==> config.mk <==
export PLATFORM = sky130hd
export DESIGN_NAME = load_store_unit_flat
export DESIGN_NICKNAME = d
export VERILOG_FILES = /design/src/rtl/load_store_unit_if.sv /design/src/rtl/load_store_unit.sv /design/src/flat_wrapper.sv
export SDC_FILE = /design/constraint.sdc
export NUM_CORES = 1
export LEC_CHECK = 0
export CELL_PAD_IN_SITES_DETAIL_PLACEMENT = 0
export CELL_PAD_IN_SITES_GLOBAL_PLACEMENT = 2
export CORE_MARGIN = 10
export CORE_UTILIZATION = 30
export DETAILED_ROUTE_END_ITERATION = 10
export GPL_ROUTABILITY_DRIVEN = 1
export PLACE_DENSITY = 0.94
export SLEW_MARGIN = 0
export SYNTH_ARGS = -nofsm -noshare
export SYNTH_HDL_FRONTEND = slang
export SYNTH_SLANG_ARGS = --single-unit
==> constraint.sdc <==
create_clock -name CLK -period 3.6 [get_ports CLK]
set_clock_uncertainty 0.15 [all_clocks]
set_input_delay 0.36 -clock CLK [delete_from_list [all_inputs] [get_ports CLK]]
set_output_delay 0.36 -clock CLK [all_outputs]
set_load 0.01 [all_outputs]
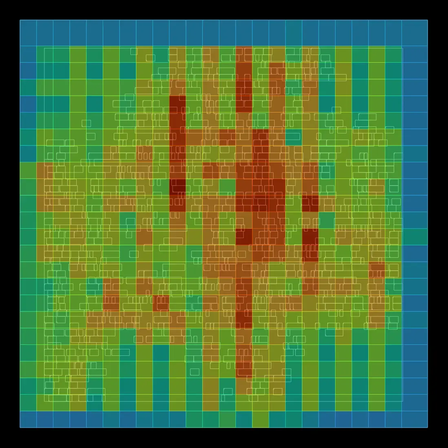
Figure 1: track usage over the die.
global-route track usage on met2: 25.4%
GRT met1 Usage: 21.5%
met3 Use GR: 6.83%
final core occ: 43.3%

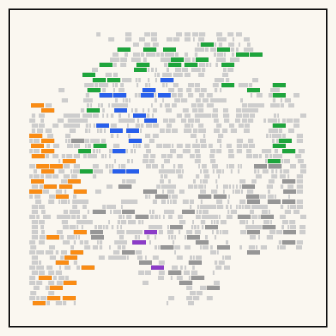
Figure 2: where the registers sit.
Other sequential cells in the stronger grey, the rest of the logic in the fainter grey.
| signal | colour | sequential cells |
|---|---|---|
| u_core.bus.MEM_WD | green | 32 |
| u_core.funct3_q | purple | 3 |
| u_core.bus.MEM_A | orange | 30 |
| u_core.wdata_q | blue | 16 |
flop share of the area: 25.8%
Register Area: 2440 um2
seq pwr: 1730 uW

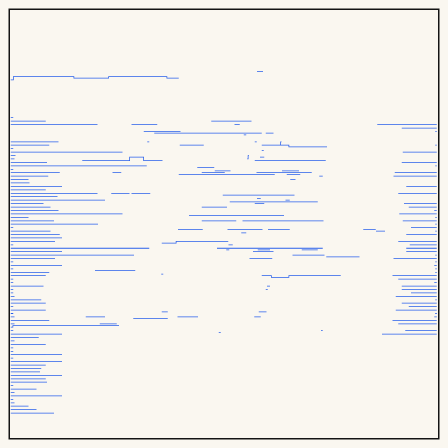
Figure 3: metal 3.
main direction: horizontal
share of all routed wire: 9.7%
longest straight run: 54.5 um
nets with wire on the layer: 175
wire length on this layer: 2,380 um
Vias: 6,272
Routed WL: 24.7 mm

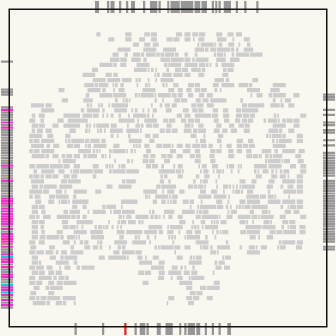
Figure 4: ports around the boundary.
Pins as bars across the die edge, other pins in grey.
| port | colour | pins | direction | edge |
|---|---|---|---|---|
| bus_REQ_VALID | red | 1 | input | south |
| bus_REQ_FUNCT3 | cyan | 3 | input | west |
| bus_REQ_ADDR | magenta | 32 | input | west |
IO Port Bufs: 200
DIE HEIGHT: 169 um

==> run summary <==
run results: status finished, final reports clean, # IOs 203, post-CTS setup buffers 0, RSZ-0062 raised after global routing false, gr ovfl total 0, cells in synth_stat.txt 752, Synth Area in Adders 1.49%, Critical path buffers and inverters 2, CTS tree done, register area share after synthesis 36.4%, largest area contributor in the netlist dfxtp_1, Final Power 5780 uW, H-tree Lvls 4, WL met1 10.8 mm, Syn Area/Cell 8.91 um2, Residual DRC 0, Post-synth EDFFs 0, non-clock inverter count in the final layout 19, filler cell count 2,220, gpl congestion 0.829, chip area in the Yosys report 6700 um2, Slowest-stage cell, CP buf_4, WL per Instance 20.2 um, hpwl dp 18.3 mm, Cells after Synth 752, logic area 3900 um2, share of cells above drive strength 1 11.1%, Logic pwr share 41.3%, comb area leader AND-OR/OR-AND gates, #MultiIn Comb 549, vias per cell 5.14, Post-synth top flop dfxtp_1, Clock Latency Late Sink 420 ps, critical-path cell list inv_1, ha_1, and2_0, nand2_1, nor4_2, o21ai_4, buf_4, mux2_2, Synth Cell Area 6700 um2, Placed Cells 1,188, clock sinks 122, xor/xnor share 0%, Synth flops 122, Core Box Area 21,900 um2, final period utilization 69.8%, first-pass GRT wire length 37.8 mm, CP Data Arrival Time 2680 ps, Hold Path Class reg -> reg, # diodes 1, Slew HR 43.8%, Clock power frac 28.7%, site row count 54, total track usage 16.8%, gr busiest metal met2, final instance area 9480 um2, top-count cell post-synth nand2_1, setup slack, reg-to-reg 1090 ps, hold_buf cts 0, Initial DRT Pass Iterations 7, CP delay by family, top buffers and inverters, VDD IR max 315 uV, most frequent logic cell in the layout clkdlybuf4s50_1, largest net degree at the start of global routing 69, CTS Buffer Depth 2, sequential power share 30.0%, cts repair resizes 0, post-synthesis cell type count 55, final hold slack 308 ps, NumNets Final 1,038, Power Dens Cells 609 nW/um2, Syn. warnings 0, Die X-Extent 169 um, met3 WL 2.38 mm, P_comb 2380 uW, CTS Root Cell clkbuf_16, tap cells 280, Crit path depth 8, ys async rst share 0%, largest cell class by area combinational gates, registers 122, max-cap violation count 0, Critical Path RT 3760 ps, largest power group combinational logic, Initial Util 30.6%, Non-clk bufs 218, highest metal layer with signal wires met5, Clk. pwr 1660 uW, Area Growth Syn to Fin 41.5%, number of OpenROAD warnings 32, number of global-route vias before repair 6,339, mux share 18.2%, post-detailed-route count of antenna-violating nets 0, total internal power 3630 uW, leakage power 0.00363 uW, initial DRC count 640, Peak Freq 398 MHz, Crit Path Max Fanout 32, chip area 28,700 um2, Area leader share 36.4%, Final Non-Filler Cells 1,221, Hold Violations, Final 0, TNS Setup 0 ps, Net Sw Frac 37.1%, Layout non-clock buf frac 22.6%, number of buffers created by CTS 17, yosys aoi share 20.3%, Synth top cells by count 142 x nand2_1, 122 x dfxtp_1, 68 x mux2i_1, Setup crit start kind flip-flop, Reg clk slew, reported paths 60 ps, worst slack, placed 780 ps, Final Setup Violations 0, Top Layout Cells 199 x clkdlybuf4s50_1, 142 x nand2_1, 120 x dfxtp_1, Top cells by area dfxtp_1 36%, mux2i_1 10%, nand2_1 8.0%, Psw 2140 uW, Crit Path Category reg -> reg, Final Max Slew Viols 0, Final clock-cell share 6.00%, initial antenna violation count 2, max incr delay on CP 480 ps, worst setup margin 1090 ps, CP Capture Type flip-flop, depth of the most critical reg-to-reg path 8, Final min period 2510 ps, logic share of the area 41.1%, pin slew with the least headroom to its limit 841 ps, Simple Share, Synth 18.0%, hold depth 2, met2 routed WL 11.0 mm, placed cell area 8910 um2, final-layout clock buffer total 18
Power figures rest on the tool's default switching activity, not on a simulated workload.
